==> run_1/clock_wires.png <==
(4 px per um)
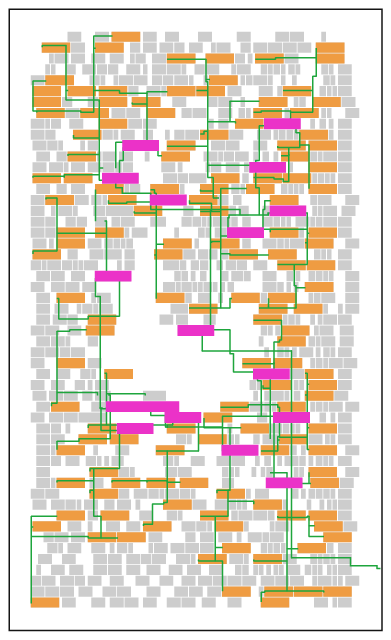
==> run_1/congestion_map.png <==
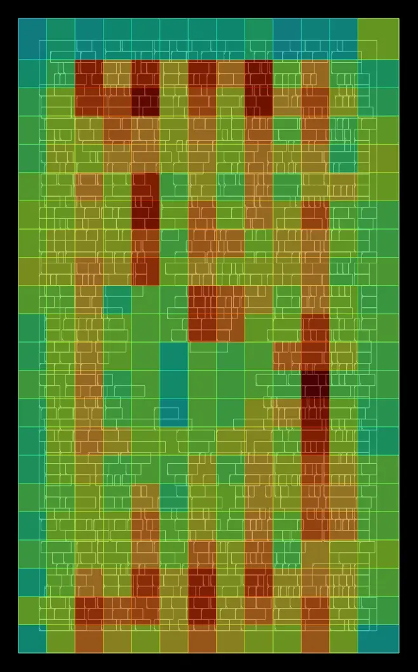
==> run_1/ff_map.png <==
(4 px per um) Other sequential cells in the stronger gray, the rest of the logic in the fainter gray.
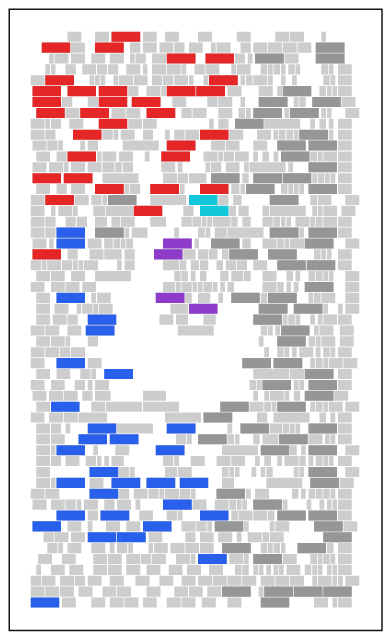
==> run_1/class_map.png <==
(4 px per um) Fill, decap, tap and diode cells in gray.
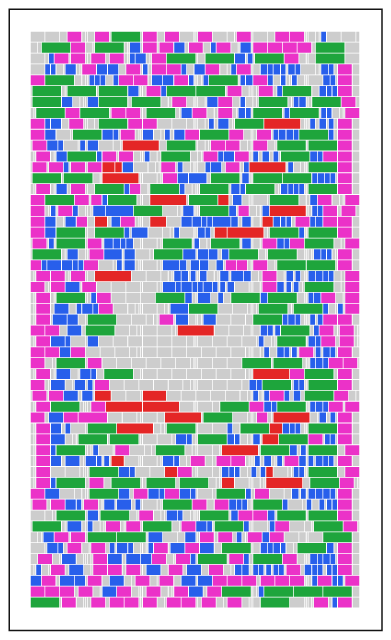
## src/rtl/main_mem_arbiter.sv

```systemverilog
// Shares one main-memory port between instruction refill and the data cache.
// Data wins by default; instruction fetch is guaranteed a grant after STARVE_LIMIT data grants.
module main_mem_arbiter #(
    parameter int ADDR_W       = 32,
    parameter int DATA_W       = 32,
    parameter int STARVE_LIMIT = 3,
    parameter int TIMEOUT      = 16
) (
    input  logic              clk,
    input  logic              reset,
    input  logic              i_req,
    input  logic [ADDR_W-1:0] i_addr,
    output logic              i_ack,
    output logic [DATA_W-1:0] i_rdata,
    output logic              i_err,
    input  logic              d_req,
    input  logic              d_we,
    input  logic [ADDR_W-1:0] d_addr,
    input  logic [DATA_W-1:0] d_wdata,
    output logic              d_ack,
    output logic [DATA_W-1:0] d_rdata,
    output logic              d_err,
    output logic              mem_req,
    output logic              mem_we,
    output logic [ADDR_W-1:0] mem_addr,
    output logic [DATA_W-1:0] mem_wdata,
    input  logic [DATA_W-1:0] mem_rdata,
    input  logic              mem_ready,
    output logic              busy
);
    localparam int SW = (STARVE_LIMIT > 0) ? $clog2(STARVE_LIMIT + 1) : 1;
    localparam int TW = (TIMEOUT > 2) ? $clog2(TIMEOUT) : 1;
    localparam logic [SW-1:0] SLIM  = SW'(STARVE_LIMIT);
    localparam logic [TW-1:0] TLAST = TW'(TIMEOUT - 1);
    localparam logic [ADDR_W-1:0] ALIGN = {{(ADDR_W-2){1'b1}}, 2'b00};

    typedef enum logic [1:0] {S_IDLE, S_BUSY_I, S_BUSY_D, S_RESP} state_t;

    state_t            state_q, state_d;
    logic              own_d_q, own_d_d;
    logic [ADDR_W-1:0] addr_q, addr_d;
    logic              we_q, we_d;
    logic [DATA_W-1:0] wdata_q, wdata_d;
    logic [TW-1:0]     to_q, to_d;
    logic [SW-1:0]     starve_q, starve_d;
    logic [DATA_W-1:0] i_rdata_q, i_rdata_d, d_rdata_q, d_rdata_d;
    logic              i_err_q, i_err_d, d_err_q, d_err_d;
    logic              grant_d, grant_i;

    // Instruction wins a simultaneous request only once the starvation count is exhausted.
    assign grant_d = d_req && !(i_req && (starve_q == SLIM));
    assign grant_i = i_req && !grant_d;

    always_comb begin
        state_d   = state_q;
        own_d_d   = own_d_q;
        addr_d    = addr_q;
        we_d      = we_q;
        wdata_d   = wdata_q;
        to_d      = to_q;
        starve_d  = starve_q;
        i_rdata_d = i_rdata_q;
        d_rdata_d = d_rdata_q;
        i_err_d   = i_err_q;
        d_err_d   = d_err_q;
        case (state_q)
            S_IDLE: begin
                if (grant_d) begin
                    own_d_d = 1'b1;
                    addr_d  = d_addr & ALIGN;
                    we_d    = d_we;
                    wdata_d = d_wdata;
                    to_d    = '0;
                    state_d = S_BUSY_D;
                    if (i_req && (starve_q != SLIM))
                        starve_d = starve_q + SW'(1);
                end else if (grant_i) begin
                    own_d_d  = 1'b0;
                    addr_d   = i_addr & ALIGN;
                    we_d     = 1'b0;
                    wdata_d  = '0;
                    to_d     = '0;
                    starve_d = '0;
                    state_d  = S_BUSY_I;
                end
            end
            S_BUSY_I, S_BUSY_D: begin
                if (mem_ready) begin
                    if (own_d_d) begin
                        d_err_d = 1'b0;
                        if (!we_q) d_rdata_d = mem_rdata;
                    end else begin
                        i_err_d = 1'b0;
                        i_rdata_d = mem_rdata;
                    end
                    state_d = S_RESP;
                end else if (to_q == TLAST) begin
                    if (own_d_q) d_err_d = 1'b1;
                    else         i_err_d = 1'b1;
                    state_d = S_RESP;
                end else begin
                    to_d = to_q + TW'(1);
                end
            end
            S_RESP:  state_d = S_IDLE;
            default: state_d = S_IDLE;
        endcase
    end

    always_ff @(posedge clk) begin
        if (reset) begin
            state_q   <= S_IDLE;
            own_d_q   <= 1'b0;
            addr_q    <= '0;
            we_q      <= 1'b0;
            wdata_q   <= '0;
            to_q      <= '0;
            starve_q  <= '0;
            i_rdata_q <= '0;
            d_rdata_q <= '0;
            i_err_q   <= 1'b0;
            d_err_q   <= 1'b0;
        end else begin
            state_q   <= state_d;
            own_d_q   <= own_d_d;
            addr_q    <= addr_d;
            we_q      <= we_d;
            wdata_q   <= wdata_d;
            to_q      <= to_d;
            starve_q  <= starve_d;
            i_rdata_q <= i_rdata_d;
            d_rdata_q <= d_rdata_d;
            i_err_q   <= i_err_d;
            d_err_q   <= d_err_d;
        end
    end

    assign mem_req   = (state_q == S_BUSY_I) || (state_q == S_BUSY_D);
    assign mem_we    = we_q;
    assign mem_addr  = addr_q;
    assign mem_wdata = wdata_q;
    assign busy      = (state_q != S_IDLE);
    assign i_ack     = (state_q == S_RESP) && !own_d_q;
    assign d_ack     = (state_q == S_RESP) && own_d_q;
    assign i_rdata   = i_rdata_q;
    assign d_rdata   = d_rdata_q;
    assign i_err     = i_err_q;
    assign d_err     = d_err_q;
endmodule

```

## config.mk

```make
export PLATFORM = sky130hd
export DESIGN_NAME = main_mem_arbiter
export DESIGN_NICKNAME = d
export VERILOG_FILES = /design/src/rtl/main_mem_arbiter.sv
export SDC_FILE = /design/constraint.sdc
export NUM_CORES = 1
export LEC_CHECK = 0
export CAP_MARGIN = 5
export CORE_ASPECT_RATIO = 1.75
export CORE_MARGIN = 5
export CORE_UTILIZATION = 43
export DETAILED_ROUTE_END_ITERATION = 16
export HOLD_SLACK_MARGIN = 0.03
export PLACE_DENSITY_LB_ADDON = 0.3
export SLEW_MARGIN = 20
export SYNTH_ARGS = -nofsm -noshare
export SYNTH_HDL_FRONTEND = slang
export SYNTH_SLANG_ARGS = --single-unit
```

## constraint.sdc

```tcl
create_clock -name clk -period 4.1 [get_ports clk]
set_input_delay 0.41 -clock clk [delete_from_list [all_inputs] [get_ports clk]]
set_output_delay 0.41 -clock clk [all_outputs]
set_load 0.02 [all_outputs]
```

==> ci_impl_report.md, run 1 <==
## Implementation flow summary

| Metric | Value |
|---|---|
| Cells after synthesis | 597 |
| 1st-iter DRT viols | 276 |
| H-tree Lvls | 4 |
| Cells after DPL | approximately 960 |
| Vias | 5118 |
| RR Endpoint | to_q[0] |
| Part of the power in combinational logic | a little over a third |
| Number of antenna diodes | 0 |
| Core outline area | 0.0119 sq mm |
| Critical Path Start Type | register |
| Sum of buffers and inverters on the critical path | 2 |
| Root buffer cell | clkbuf_16 |
| Largest net degree at the start of global routing | between 90 and 100 |
| Rel. slew slack | 37.0% |
| Share of cells above drive strength 1 | 5.63% |
| P per Cell Area | 589 mW/mm^2 |
| Net Sw Frac | 36.0% |
| Yosys Instances | 597 |
| Remaining DRCs | 0 |
| Log Warnings | 31 |
| Setup crit start | state_q[0] |
| FF-to-FF path depth | 6 |
| CP Cell Sequence | inv_1 -> ha_1 -> clkdlybuf4s50_1 |
| CTS tree | yes |
| Status | completed |
| Final antenna-violating net count | 0 |
| NetSw | 1.78 mW |
| Top cells by area | dfxtp_1 (54%), nand2_1 (9.6%), a21oi_1 (6.9%) |
| Number of global-route vias before repair | 5238 |
| CP Capture Type | primary output |
| Max clock buf depth | 2 |
| Core Rows | around 53 |
| Post-Syn Area | 0.00516 sq mm |
| Hold EP | i_rdata[5] |
| Leak | 3.13 nW |
| Achievable frequency | around 410 MHz |
| Met3 track demand over resource | 6.05% |
| Warnings from Yosys | 0 |
| TritonRoute pass-1 iters | 5 |
| Synth area leader | dfxtp_1 |
| Die area | around 0.014 sq mm |
| Worst path slowest cell | clkdlybuf4s50_1 |
Back to the opening pictures, clock_wires.png:
legend:
  orange:
    item: flip-flops
    count: 138
  magenta:
    item: clock-net drivers
    count: 17
  green:
    item: clock wires
    length: 1660 um
routed clock nets: 18
clock share of power: 29.0%
worst skew pair latency: 0.41 ns
Setup Skew: 0.0123 ns

Back to the opening pictures, congestion_map.png:
grt met1 use: 23.1%
average wire per standard cell: 16.3 um
GRT Max-Usage Layer: met2

Back to the opening pictures, ff_map.png:
legend:
  cyan:
    name_in_the_netlist: `state_q`
    flops: 2
  purple:
    name_in_the_netlist: `to_q`
    flops: 4
    where: middle
  red:
    name_in_the_netlist: `mem_wdata`
    flops: 32
  blue:
    name_in_the_netlist: `mem_addr`
    flops: 30
Seq/total area: 32.9%
final core utilization: 70.8%
sequential cell power: 1.71 mW

Back to the opening pictures, class_map.png:
legend:
  green:
    class: sequential cells
    cells: 138
  red:
    class: clock drivers and dummy loads
    cells: 32
  magenta:
    class: remaining buffers and delay cells
    cells: 270
  blue:
    class: remaining logic cells
    cells: 412

run 1: layout by cell type (no fill, tap or decap), types with 2 or more instances in the layout:
cell / instances
nand3_1: 2
nor2_2: 2
clkbuf_16: 17
a22oi_1: 33
clkinv_4: 3
clkinv_2: 2
a22o_1: 2
inv_6: 4
and2_1: 2
inv_8: 3
conb_1: 2
buf_4: 8
nor3b_1: 2
nor2_1: 70
a211oi_1: 32
nor3_1: 2
inv_1: 5
dfxtp_1: 138
clkdlybuf4s50_1: 261
clkinvlp_4: 2
mux2i_1: 30
ha_1: 4
a21oi_1: 71
o21ai_0: 3
nand2_1: 132
run 1: worst register-to-register path, stage by stage, from the launching register on:
cell and delay [ns]:
dfxtp_1 0.36, inv_1 0.06, ha_1 0.44, and4_1 0.30, a2111oi_0 0.39, nor2_1 0.11
mux2_2 0.30
run 1: metal layers:
metal / wire length [um] / share of wire (%) / vias up
li1: - / - / 2518
met1: 5780 / 36 / 2379
met2: 8820 / 55 / 193
met3: 1060 / 6.6 / 28
met4: 448 / 2.8 / 0
met5: 0 / 0 / -
run 1: cells by family (layout without fill, tap and decap cells):
family | count (synthesis) | after routing | synth area share (%)
AOI/OAI and AO/OA | 148 | 148 | 18.0
adders and majority gates | 4 | 4 | 0.970
buffers and inverters | 53 | 307 | 4.41
DFF | 138 | 138 | 53.5
muxes | 31 | 31 | 6.04
other | 1 | 2 | 0.0727
and+or+nand+nor | 222 | 222 | 17.0
run 1: worst max path at each step:
stage,to,slack (ns)
3_3_place_gp,mem_addr[15],1.64
2_1_floorplan,to_q[0],2.22
5_1_grt,mem_req,1.57
6_report,mem_req,1.67
4_1_cts,mem_req,1.66
3_5_place_dp,mem_addr[11],1.47
run 1: per-stage QoR:
| stage | util, % | hold slack [ns] | area [sq um] |
|---|---|---|---|
| global route | 70.8 | 0.475 | 8410 |
| detailed placement | 65.9 | 0.446 | 7830 |
| CTS | 70.7 | 0.454 | 8390 |
| global placement | 65.9 | 0.442 | 7830 |
| finish | 70.8 | 0.454 | 8410 |
| floorplan | - | 0.436 | 5160 |
run 1: state kept, by name, indices dropped and copies added (netlist names):
signal	cells
d_rdata	32
i_rdata	32
mem_wdata	32
mem_addr	30
to_q	4
starve_q	2
state_q	2
d_err	1
i_err	1
mem_we	1
own_d_q	1
run 1: cell type report:
type | instances | area [sq um]
multi-input combinational | 407 | 2200
clock inverter | 15 | 136
tap | 137 | 171
timing repair buffer | 270 | 2690
inverter | 5 | 18.8
sequential | 138 | 2760
clock buffer | 17 | 425
fill | 918 | 3460
run 1: power by group through the flow:
stage	Clock [mW]	Combinational, mW	Sequential, mW
after floorplan	0	0.727	2.00
after global placement	0	1.74	1.73
after global routing	1.53	1.95	1.74
after detailed placement	0	1.79	1.74
final	1.44	1.80	1.71
after CTS	1.47	1.80	1.71
--- run 2 (diff from run 1) ---
--- a/config.mk
+++ b/config.mk
@@ -8,7 +8,7 @@
 export CAP_MARGIN = 5
 export CORE_ASPECT_RATIO = 1.75
 export CORE_MARGIN = 5
-export CORE_UTILIZATION = 43
+export CORE_UTILIZATION = 36
 export DETAILED_ROUTE_END_ITERATION = 16
 export HOLD_SLACK_MARGIN = 0.03
 export PLACE_DENSITY_LB_ADDON = 0.3
==> constraint.sdc (replaced) <==
create_clock -name clk -period 2.07 [get_ports clk]
set_input_delay 0.207 -clock clk [delete_from_list [all_inputs] [get_ports clk]]
set_output_delay 0.207 -clock clk [all_outputs]
set_load 0.02 [all_outputs]
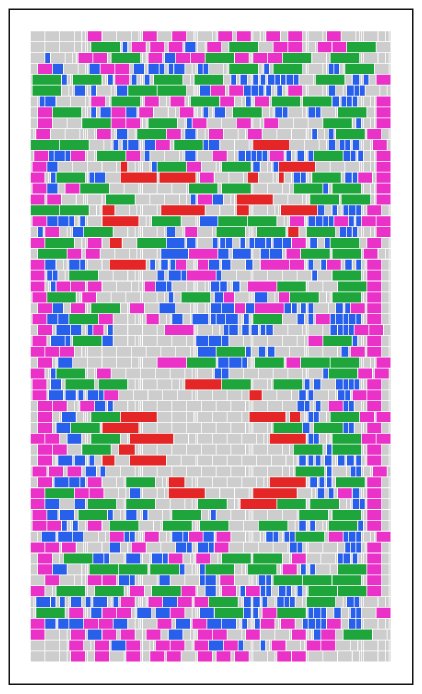
(run_2/class_map.png)
(4 px per um) Fill, decap, tap and diode cells in gray.
legend:
  blue:
    class: remaining logic cells
    cells: 412
  red:
    class: clock drivers and dummy loads
    cells: 32
  magenta:
    class: remaining buffers and delay cells
    cells: 275
  green:
    class: sequential cells
    cells: 138

==> ci_impl_report.md, run 2 <==
## Implementation flow summary

| Metric | Value |
|---|---|
| Log Warnings | 31 (unchanged) |
| H-tree Lvls | 4 (unchanged) |
| Comb area leader | AND-OR/OR-AND gates |
| Remaining DRCs | 0 (unchanged) |
| Leak | 3.20 nW (+2.4%) |
| Simple-gate area share of the yosys netlist | 17.0% (unchanged) |
| Root buffer cell | clkbuf_16 |
| Critical Path Start Type | register |
| Clock Sinks | 138 |
| Worst path slowest cell | nor3b_1 |
| Max-Cap Viols | 0 |
| Cells after synthesis | 597 (unchanged) |
| DP Worst Slack | around 0.11 ns |
| Pre-Place Util | between 30% and 40% |
| Post-synth EDFFs | 0 |
| CP Capture Type | register |
| Final antenna-violating net count | 0 (unchanged) |
| Multiplexer share | 6.04% (unchanged) |
| Total gr overflow | 0 |
| Status | completed |
| Synth Area in XOR/XNOR | 0% (unchanged) |
| Hold Slack | 0.101 ns (-0.353 ns) |
| TritonRoute pass-1 iters | 4 (-1) |
| Core Rows | 58 (+9.4%) |
| Achievable frequency | 528 MHz |
| Post-Syn Area | 0.00516 sq mm (unchanged) |
| Yosys Instances | 597 (unchanged) |
| Share of cells above drive strength 1 | 6.07% (+0.43 points) |
| Vias | 5100 (-0.35%) |
| Area share, top type | 53.5% |
| FF-to-FF path depth | 6 (unchanged) |
| Number of antenna diodes | 0 (unchanged) |
| Post-synthesis adder-cell area fraction | 0.970% (unchanged) |
| Setup Skew | 0.0134 ns (+0.00106 ns) |
| Count of different cell masters after synthesis | 37 |
| Aoi share | 18.0% (unchanged) |
| P per Cell Area | 1170 mW/mm^2 (+99%) |
| Synth area leader | dfxtp_1 |
| Top cells by area | dfxtp_1 (54%), nand2_1 (9.6%), a21oi_1 (6.9%) |
| Rel. slew slack | 57.3% (+20 points) |
| IO Port Bufs | 262 |
| Most frequent cells in the layout | clkdlybuf4s50_1 (259), dfxtp_1 (138), nand2_1 (132), a21oi_1 (71), nor2_1 (70) |
| CP Cell Sequence | inv_1 -> ha_1 -> nor3b_1 -> o21bai_1 -> a211oi_1 -> a211oi_1 |
| Worst slew pin tran | about 0.64 ns |
| 1st-iter DRT viols | 131 (-53%) |
| Worst skew pair latency | 0.40 ns (about the same) |
| Cells after DPL | 1005 (+5.1%) |
| Most numerous logic cell after layout | clkdlybuf4s50_1 |
| Die area | 0.0169 sq mm (+18%) |
| CTS tree | yes |
| Number of global-route vias before repair | 5316 (+1.5%) |
| Warnings from Yosys | 0 (unchanged) |
| RR Endpoint | state_q[1] |
| Max clock buf depth | 2 (unchanged) |
| Core outline area | 0.0142 sq mm (+20%) |
| Hold EP | i_rdata[18] |
| Largest net degree at the start of global routing | 61 (-37%) |
| Average wire per standard cell | 15.2 um (-6.5%) |
| Top cells by count | dfxtp_1 (138), nand2_1 (132), nor2_1 (73) |
-- run 2: cell counts after synthesis --
No cell type changed its count.
-- run 2: worst max-delay path: cells and delay by family, from the launching register on --
kind                       cells  cell delay, ns
adders and majority gates      1            0.29
DFF                            1            0.31
AOI/OAI and AO/OA              3            0.54
buffers and inverters          1            0.08
and+or+nand+nor                1            0.58
-- run 2: stage by stage --
stage	utilization, %	instance area [sq um]	power, mW
final	60.7	8630	10.1
after global routing	60.7	8630	10.7
after CTS	60.6	8620	10.3
after detailed placement	56.3	8010	7.15
after global placement	56.3	8010	7.04
after floorplan	-	5160	5.40
-- run 2: cell families after synthesis --
group	Yosys count
AND-OR/OR-AND	148
adder cells (fa/ha/maj)	4
buffers and inverters	53
flip-flops	138
multiplexers	31
other	1
AND/OR/NAND/NOR	222
-- run 2: where the power goes --
part	internal, mW	switching [mW]
sequential	3.14	0.255
clock	1.93	1.17
combinational	1.64	1.99
total	6.71	3.41
-- run 2: worst max-delay path by stage --
stage | startpoint | end | cells after the start
global placement | state_q[0] | d_rdata[24] | 6
finish | state_q[1] | state_q[1] | 6
detailed placement | i_req | mem_wdata[22] | 7
CTS | state_q[0] | d_rdata[15] | 6
global route | state_q[1] | state_q[1] | 6
floorplan | state_q[0] | to_q[0] | 7
-- run 2: final cells by class --
class / count / area, sq um
inverters: 5 / 18.8
flip-flops and latches: 138 / 2760
clock buffers: 18 / 429
well taps: 180 / 225
repair buffers: 275 / 2800
fillers: 1250 / 5600
multi-input cells: 407 / 2200
clock inverters: 14 / 184
-- run 2: routing by layer --
layer	up-vias	wire length (um)	track usage [%]
met5	-	0	0
met4	0	396	7.45
met3	24	1210	5.85
met2	202	8420	34.2
met1	2339	5760	18.3
li1	2535	-	-
Power figures rest on the tool's default switching activity, not on a simulated workload.
